class_map.png
Scale bar: 50 um. Fill, decap, tap and diode cells in grey.
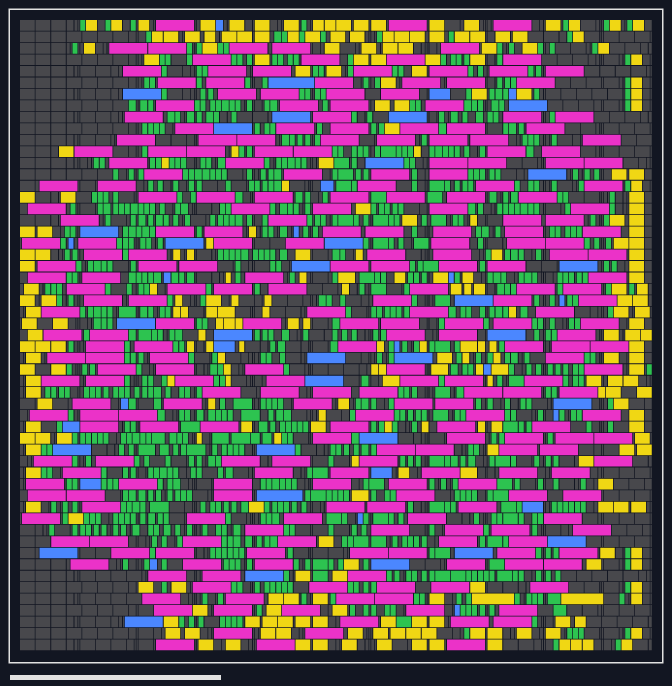
m2.png
Scale bar: 50 um.
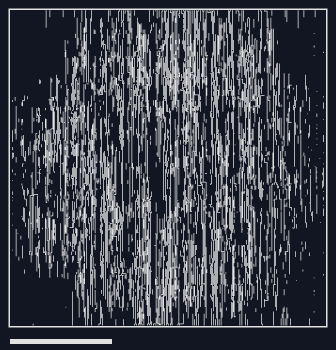
floorplan.png
Pins as bars on the die edge. Tap cells in grey.
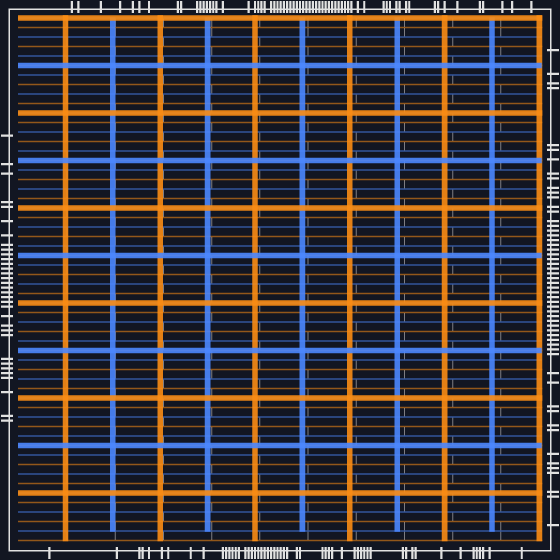
placed.png
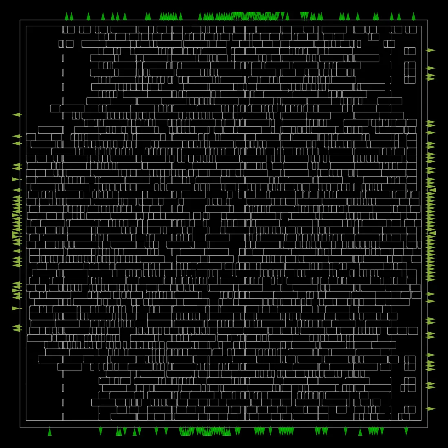
[src/rtl/trdb_pkg.sv]
// ============================================================================
// Module      : trdb_pkg
// Description : Shared trace-debugger types and constants for the packet path
// Revision    : 1.0 - initial release
// ============================================================================
`default_nettype none

package trdb_pkg;

    localparam int XLEN      = 32;
    localparam int PKT_LEN_W = 8;
    localparam int PKT_FMT_W = 2;

    // Header word layout; bits above the format field are ignored.
    localparam int HDR_LEN_LSB = 0;
    localparam int HDR_FMT_LSB = HDR_LEN_LSB + PKT_LEN_W;
    localparam int HDR_W       = HDR_FMT_LSB + PKT_FMT_W;

    typedef enum logic [1:0] {
        DF_IDLE    = 2'd0,
        DF_COLLECT = 2'd1,
        DF_PEND    = 2'd2
    } deframer_state_e;

    typedef enum logic [PKT_FMT_W-1:0] {
        PKT_FMT_0 = 2'd0,
        PKT_FMT_1 = 2'd1,
        PKT_FMT_2 = 2'd2,
        PKT_FMT_3 = 2'd3
    } pkt_format_e;

    function automatic logic [PKT_LEN_W-1:0] hdr_len(input logic [HDR_W-1:0] hdr);
        return hdr[HDR_LEN_LSB +: PKT_LEN_W];
    endfunction

    function automatic pkt_format_e hdr_fmt(input logic [HDR_W-1:0] hdr);
        return pkt_format_e'(hdr[HDR_FMT_LSB +: PKT_FMT_W]);
    endfunction

endpackage

`default_nettype wire

[src/rtl/trdb_deframer_obuf.sv]
// ============================================================================
// Module      : trdb_deframer_obuf
// Description : One-entry valid/ready holding register for a reassembled packet
// Revision    : 1.0 - initial release
// ============================================================================
`default_nettype none

module trdb_deframer_obuf
    import trdb_pkg::*;
#(
    parameter int XLEN      = 32,
    parameter int MAX_WORDS = 4
) (
    input  logic                      clk_i,
    input  logic                      rst_i,
    input  logic                      load_i,
    input  logic [MAX_WORDS*XLEN-1:0] pkt_i,
    input  logic [PKT_LEN_W-1:0]      len_i,
    input  pkt_format_e               fmt_i,
    input  logic                      ready_i,
    output logic                      valid_o,
    output logic [MAX_WORDS*XLEN-1:0] pkt_o,
    output logic [PKT_LEN_W-1:0]      len_o,
    output logic [PKT_FMT_W-1:0]      fmt_o
);

    logic                      valid_q, valid_d;
    logic [MAX_WORDS*XLEN-1:0] pkt_q, pkt_d;
    logic [PKT_LEN_W-1:0]      len_q, len_d;
    pkt_format_e               fmt_q, fmt_d;

    // Load has priority over drain so a same-cycle swap keeps valid high.
    always_comb begin
        valid_d = valid_q;
        pkt_d   = pkt_q;
        len_d   = len_q;
        fmt_d   = fmt_q;
        if (valid_q && ready_i) begin
            valid_d = 1'b0;
        end
        if (load_i) begin
            valid_d = 1'b1;
            pkt_d   = pkt_i;
            len_d   = len_i;
            fmt_d   = fmt_i;
        end
    end

    always_ff @(posedge clk_i or posedge rst_i) begin
        if (rst_i) begin
            valid_q <= 1'b0;
            pkt_q   <= '0;
            len_q   <= '0;
            fmt_q   <= PKT_FMT_0;
        end else begin
            valid_q <= valid_d;
            pkt_q   <= pkt_d;
            len_q   <= len_d;
            fmt_q   <= fmt_d;
        end
    end

    assign valid_o = valid_q;
    assign pkt_o   = pkt_q;
    assign len_o   = len_q;
    assign fmt_o   = fmt_q;

endmodule

`default_nettype wire

[src/rtl/trdb_packet_deframer.sv]
// ============================================================================
// Module      : trdb_packet_deframer
// Description : Reassembles header+payload trace words into packets with a
//               one-entry output buffer and overflow drop accounting.
//               Optional macro TRDB_DEFRAMER_STATS_EN enables drop/error counters.
// Revision    : 1.0 - initial release
// ============================================================================
`default_nettype none

module trdb_packet_deframer
    import trdb_pkg::*;
#(
    parameter int XLEN      = 32,
    parameter int MAX_WORDS = 4
) (
    input  logic                      clk_i,
    input  logic                      rst_i,
    input  logic [XLEN-1:0]           packet_word_i,
    input  logic                      packet_word_valid_i,
    output logic [MAX_WORDS*XLEN-1:0] packet_o,
    output logic [PKT_LEN_W-1:0]      packet_len_o,
    output logic [PKT_FMT_W-1:0]      packet_format_o,
    output logic                      packet_valid_o,
    input  logic                      packet_ready_i,
    output logic                      hdr_error_o,
    output logic [15:0]               drop_cnt_o,
    output logic [15:0]               err_cnt_o,
    output logic                      busy_o
);

    localparam int CNT_W = $clog2(MAX_WORDS + 1);

    deframer_state_e           state_q, state_d;
    logic [CNT_W-1:0]          cnt_q, cnt_d;
    logic [PKT_LEN_W-1:0]      len_q, len_d;
    pkt_format_e               fmt_q, fmt_d;
    logic [MAX_WORDS*XLEN-1:0] asm_q, asm_d;
    logic                      load_q, load_d;
    logic                      hdr_error_q, hdr_error_d;
    logic                      busy_q, busy_d;

    logic                      obuf_valid;
    logic                      obuf_load;
    logic                      obuf_free;
    logic                      hdr_accept;
    logic                      drop_inc;
    logic                      err_inc;
    logic [PKT_LEN_W-1:0]      w_hdr_len;
    logic                      w_hdr_ok;

    assign w_hdr_len = hdr_len(packet_word_i[HDR_W-1:0]);
    assign w_hdr_ok  = (w_hdr_len != '0) && (w_hdr_len <= PKT_LEN_W'(MAX_WORDS));
    assign obuf_free = !obuf_valid || packet_ready_i;

    always_comb begin
        state_d     = state_q;
        cnt_d       = cnt_q;
        len_d       = len_q;
        fmt_d       = fmt_q;
        asm_d       = asm_q;
        load_d      = 1'b0;
        hdr_error_d = 1'b0;
        hdr_accept  = 1'b0;
        drop_inc    = 1'b0;
        err_inc     = 1'b0;
        obuf_load   = load_q;

        case (state_q)
            DF_IDLE: begin
                hdr_accept = packet_word_valid_i;
            end
            DF_COLLECT: begin
                if (packet_word_valid_i) begin
                    for (int i = 0; i < MAX_WORDS; i++) begin
                        if (cnt_q == CNT_W'(i)) begin
                            asm_d[i*XLEN +: XLEN] = packet_word_i;
                        end
                    end
                    cnt_d = cnt_q + 1'b1;
                    if (PKT_LEN_W'(cnt_q) == len_q - 1'b1) begin
                        // Copy into the output buffer happens on the next edge.
                        if (obuf_free) begin
                            load_d  = 1'b1;
                            state_d = DF_IDLE;
                        end else begin
                            state_d = DF_PEND;
                        end
                    end
                end
            end
            DF_PEND: begin
                // The buffer is known full here, so ready alone means it drains.
                if (packet_ready_i) begin
                    obuf_load = 1'b1;
                    state_d   = DF_IDLE;
                end else if (packet_word_valid_i) begin
                    drop_inc = 1'b1;
                end
                hdr_accept = packet_word_valid_i;
            end
            default: begin
                state_d = DF_IDLE;
            end
        endcase

        if (hdr_accept) begin
            if (w_hdr_ok) begin
                len_d   = w_hdr_len;
                fmt_d   = hdr_fmt(packet_word_i[HDR_W-1:0]);
                asm_d   = '0;
                cnt_d   = '0;
                state_d = DF_COLLECT;
            end else begin
                hdr_error_d = 1'b1;
                err_inc     = 1'b1;
                state_d     = DF_IDLE;
            end
        end

        busy_d = (state_d != DF_IDLE);
    end

    always_ff @(posedge clk_i or posedge rst_i) begin
        if (rst_i) begin
            state_q     <= DF_IDLE;
            cnt_q       <= '0;
            len_q       <= '0;
            fmt_q       <= PKT_FMT_0;
            asm_q       <= '0;
            load_q      <= 1'b0;
            hdr_error_q <= 1'b0;
            busy_q      <= 1'b0;
        end else begin
            state_q     <= state_d;
            cnt_q       <= cnt_d;
            len_q       <= len_d;
            fmt_q       <= fmt_d;
            asm_q       <= asm_d;
            load_q      <= load_d;
            hdr_error_q <= hdr_error_d;
            busy_q      <= busy_d;
        end
    end

`ifdef TRDB_DEFRAMER_STATS_EN
    logic [15:0] drop_cnt_q, drop_cnt_d;
    logic [15:0] err_cnt_q, err_cnt_d;

    always_comb begin
        drop_cnt_d = drop_cnt_q;
        err_cnt_d  = err_cnt_q;
        if (drop_inc && (drop_cnt_q != 16'hFFFF)) begin
            drop_cnt_d = drop_cnt_q + 16'd1;
        end
        if (err_inc && (err_cnt_q != 16'hFFFF)) begin
            err_cnt_d = err_cnt_q + 16'd1;
        end
    end

    always_ff @(posedge clk_i or posedge rst_i) begin
        if (rst_i) begin
            drop_cnt_q <= '0;
            err_cnt_q  <= '0;
        end else begin
            drop_cnt_q <= drop_cnt_d;
            err_cnt_q  <= err_cnt_d;
        end
    end

    assign drop_cnt_o = drop_cnt_q;
    assign err_cnt_o  = err_cnt_q;
`else
    logic unused_stats;
    assign unused_stats = drop_inc ^ err_inc;
    assign drop_cnt_o   = '0;
    assign err_cnt_o    = '0;
`endif

    trdb_deframer_obuf #(
        .XLEN      (XLEN),
        .MAX_WORDS (MAX_WORDS)
    ) u_obuf (
        .clk_i   (clk_i),
        .rst_i   (rst_i),
        .load_i  (obuf_load),
        .pkt_i   (asm_q),
        .len_i   (len_q),
        .fmt_i   (fmt_q),
        .ready_i (packet_ready_i),
        .valid_o (obuf_valid),
        .pkt_o   (packet_o),
        .len_o   (packet_len_o),
        .fmt_o   (packet_format_o)
    );

    assign packet_valid_o = obuf_valid;
    assign hdr_error_o    = hdr_error_q;
    assign busy_o         = busy_q;

endmodule

`default_nettype wire

[config.mk]
export PLATFORM = sky130hd
export DESIGN_NAME = trdb_packet_deframer
export DESIGN_NICKNAME = d
export VERILOG_FILES = /design/src/rtl/trdb_pkg.sv /design/src/rtl/trdb_deframer_obuf.sv /design/src/rtl/trdb_packet_deframer.sv
export SDC_FILE = /design/constraint.sdc
export NUM_CORES = 1
export LEC_CHECK = 0
export ABC_AREA = 1
export CORE_MARGIN = 2
export CORE_UTILIZATION = 53
export DETAILED_ROUTE_END_ITERATION = 8
export GPL_ROUTABILITY_DRIVEN = 0
export GPL_TIMING_DRIVEN = 0
export PLACE_DENSITY = 0.8
export SETUP_SLACK_MARGIN = 0.4
export SYNTH_ARGS = -nofsm -noshare
export SYNTH_HDL_FRONTEND = slang
export SYNTH_HIERARCHICAL = 1
export SYNTH_SLANG_ARGS = --single-unit
[constraint.sdc]
create_clock -name clk_i -period 5.9 [get_ports clk_i]
set_clock_uncertainty 0.15 [all_clocks]
set_input_delay 1.18 -clock clk_i [delete_from_list [all_inputs] [get_ports clk_i]]
set_output_delay 1.18 -clock clk_i [all_outputs]
set_load 0.005 [all_outputs]
==> summary.txt <==
Notes on the physical implementation.

- Across all stage logs, warnings added up to 29.
- Per the post-place timing report, worst setup slack is between 2 and 3 ns.
- The power in sequential cells is slightly below 3000 uW, for reference.
- The max-cap violation count is 0, for reference.
- The tree built by TritonCTS fans out to about 290 sinks.
- Yosys reported that registers with async set or reset make up 100.0%.
- The HPWL after detailed placement is 22030 um.
- Sorting the Yosys area breakdown by cell type puts at the top sky130_fd_sc_hd__dfrtp_1.
- Recorded from the global router log, the overflow total was 0.
- The design draws 6377 uW.
- The flow reports power dissipated in combinational cells as around 1600 uW.
- Of all the cell area in the finished design, the clock network holds under 10%.
- The routed design uses 15320 um of met2 wire.
- Per the final report, max-transition violations number 0.
- Along the critical path, the tally of buffer and inverter instances is 3.
- The most frequent standard cell in the layout excluding fill and tap cells is sky130_fd_sc_hd__nand2_1, for reference.
- The area growth from synthesis to layout is 26.93%.
- For reference, XOR and XNOR gates occupy 0.07286% of the area reported after synthesis.
- Before placement the cells fill 53.59% of the core.
- The run finished with clean final reports.
- The destination of the worst register-to-register timing path is asm_q[105], for reference.
- For this design the static power due to leakage is between 0.008 and 0.009 uW.
- TritonCTS built the clock tree.
- The first global-routing pass estimated 50230 um of wire.
- The inverter tally of the final layout excluding the clock network is approximately 76, for reference.
- The total CTS buffers is 29, for reference.
- The Yosys step of the flow raised 6 warnings.
- The register area is roughly 0.007 sq mm, for reference.
- Per the GRT log, the top usage layer is met2.
- Across all register-to-register paths, the minimum setup slack is between 3 and 4 ns.
- The wire length on met1 is ~13000 um, for reference.
- After layout the signal buffers, clock cells excluded, come to about 16% of cell area.
- After detailed routing, the number of vias per cell comes to slightly above 5.
- The compound-cell area share of the yosys netlist is less than 1%, for reference.
- The main kind of combinational logic by area is simple AND/OR/NAND/NOR gates, for reference.
- The timing report lists the critical path depth as 8 cells.
- The critical path startpoint category is an input pin, for reference.
- Looking at the max-slew report, the worst-margin pin has a slew of between 0.6 and 0.7 ns.
- The H-tree depth reported by CTS is 1, for reference.
- The share of total power in the clock network is 28.3%, for reference.
- The count of cells along the worst hold path is 2, for reference.
- The power attributed to the clock group is approximately 1800 uW, for reference.
- The final critical path takes up between 40% and 50% of the cycle.
- In this run the worst setup path begins at packet_word_i[0].
- Global routing used 26.51% of the available tracks.
- The total power per unit cell area is 417.9 mW/mm^2, for reference.
- Of the post-synthesis cell area, the part taken by muxes is 0%.
- Setup total negative slack on the finished layout was measured at 0 ns.
- Sequential elements use 59.33% of the synthesized area.
- Leaving out fill and tap cells, the most frequent cells in the layout are sky130_fd_sc_hd__nand2_1, sky130_fd_sc_hd__dfrtp_1, sky130_fd_sc_hd__nor2_1, sky130_fd_sc_hd__clkdlybuf4s50_1, sky130_fd_sc_hd__inv_1.
- The number of antenna diodes in the final layout is 1.
- Per STA, the endpoint of the critical path is asm_q[44].
- The number of distinct library cells after synthesis is 20, for reference.
- Post-CTS repair ended up resizing 0 cells.
- The hold path endpoint is u_obuf/pkt_o[60], for reference.
- Per the final timing report, the hold violations number 0.
- The post-synthesis cell area is 0.01202 sq mm, for reference.
- The die covers 0.02390 sq mm.
- The multi-input logic portion of the cell area is a little over a quarter, for reference.
- The maximum number of pins on one net before global-route repair is 98, for reference.
- TritonRoute reported its final design rule violation total as 0.
- The longest individual stage delay on the worst path is around 0.61 ns, for reference.
- The startpoint of the worst-slack reg-to-reg timing path is cnt_q[0], for reference.
- The area share of the largest cell type after synthesis is between 50% and 60%, for reference.
- The length in cells of the worst reg-to-reg path is 9, for reference.
- The count of antenna-violating nets left after detailed routing is 0, for reference.
- Sorting the synthesis cell report by count puts at the top sky130_fd_sc_hd__nand2_1.
- Summed over all nets, the switching power comes to between 1500 and 2000 uW.
- The initial antenna violation count is 0, for reference.
- The combinational cell fraction of total power is about a quarter, for reference.
- The number of instances in the synthesized netlist is ~1400, for reference.
- Once placement finished, the instance area stood at roughly 0.014 sq mm.
-- class_map.png (at the start) --
- registers: magenta (cells 285; share of their area 48%)
- remaining logic cells: green (cells 1019; share of their area 29%)
- clock drivers and dummy loads: blue (cells 52; share of their area 6.3%)
- remaining buffers and delay cells: yellow (cells 283; share of their area 17%)
Rows: 55
sequential share of cell area: 46.74%
Core Area: 0.02243 sq mm
Finished Core Util: 68.01%
final design area excluding fillers: 0.01526 sq mm

-- m2.png (at the start) --
- nets with wire on the layer: 1324
- share of all routed wire: 49%
- longest straight run: 69.7 um
- main direction: vertical
Routed Wire Length: 31290 um
total via count after detailed routing: 9690
met2 Track Usage GR: 44.75%

-- floorplan.png (at the start) --
- VSS: orange
- VDD: blue
- tap cells: 285
- rows: 55
die y size: 154.6 um
worst-case vdd ir drop: 0.2400 mV
width of the chip: 154.6 um

-- placed.png (at the start) --
Tap Count: 285
number of filler cells placed in the layout: 1765
Finished Layout Cells: 1925
total number of sequential cells: 285

Power is estimated from default activity; no workload was simulated.
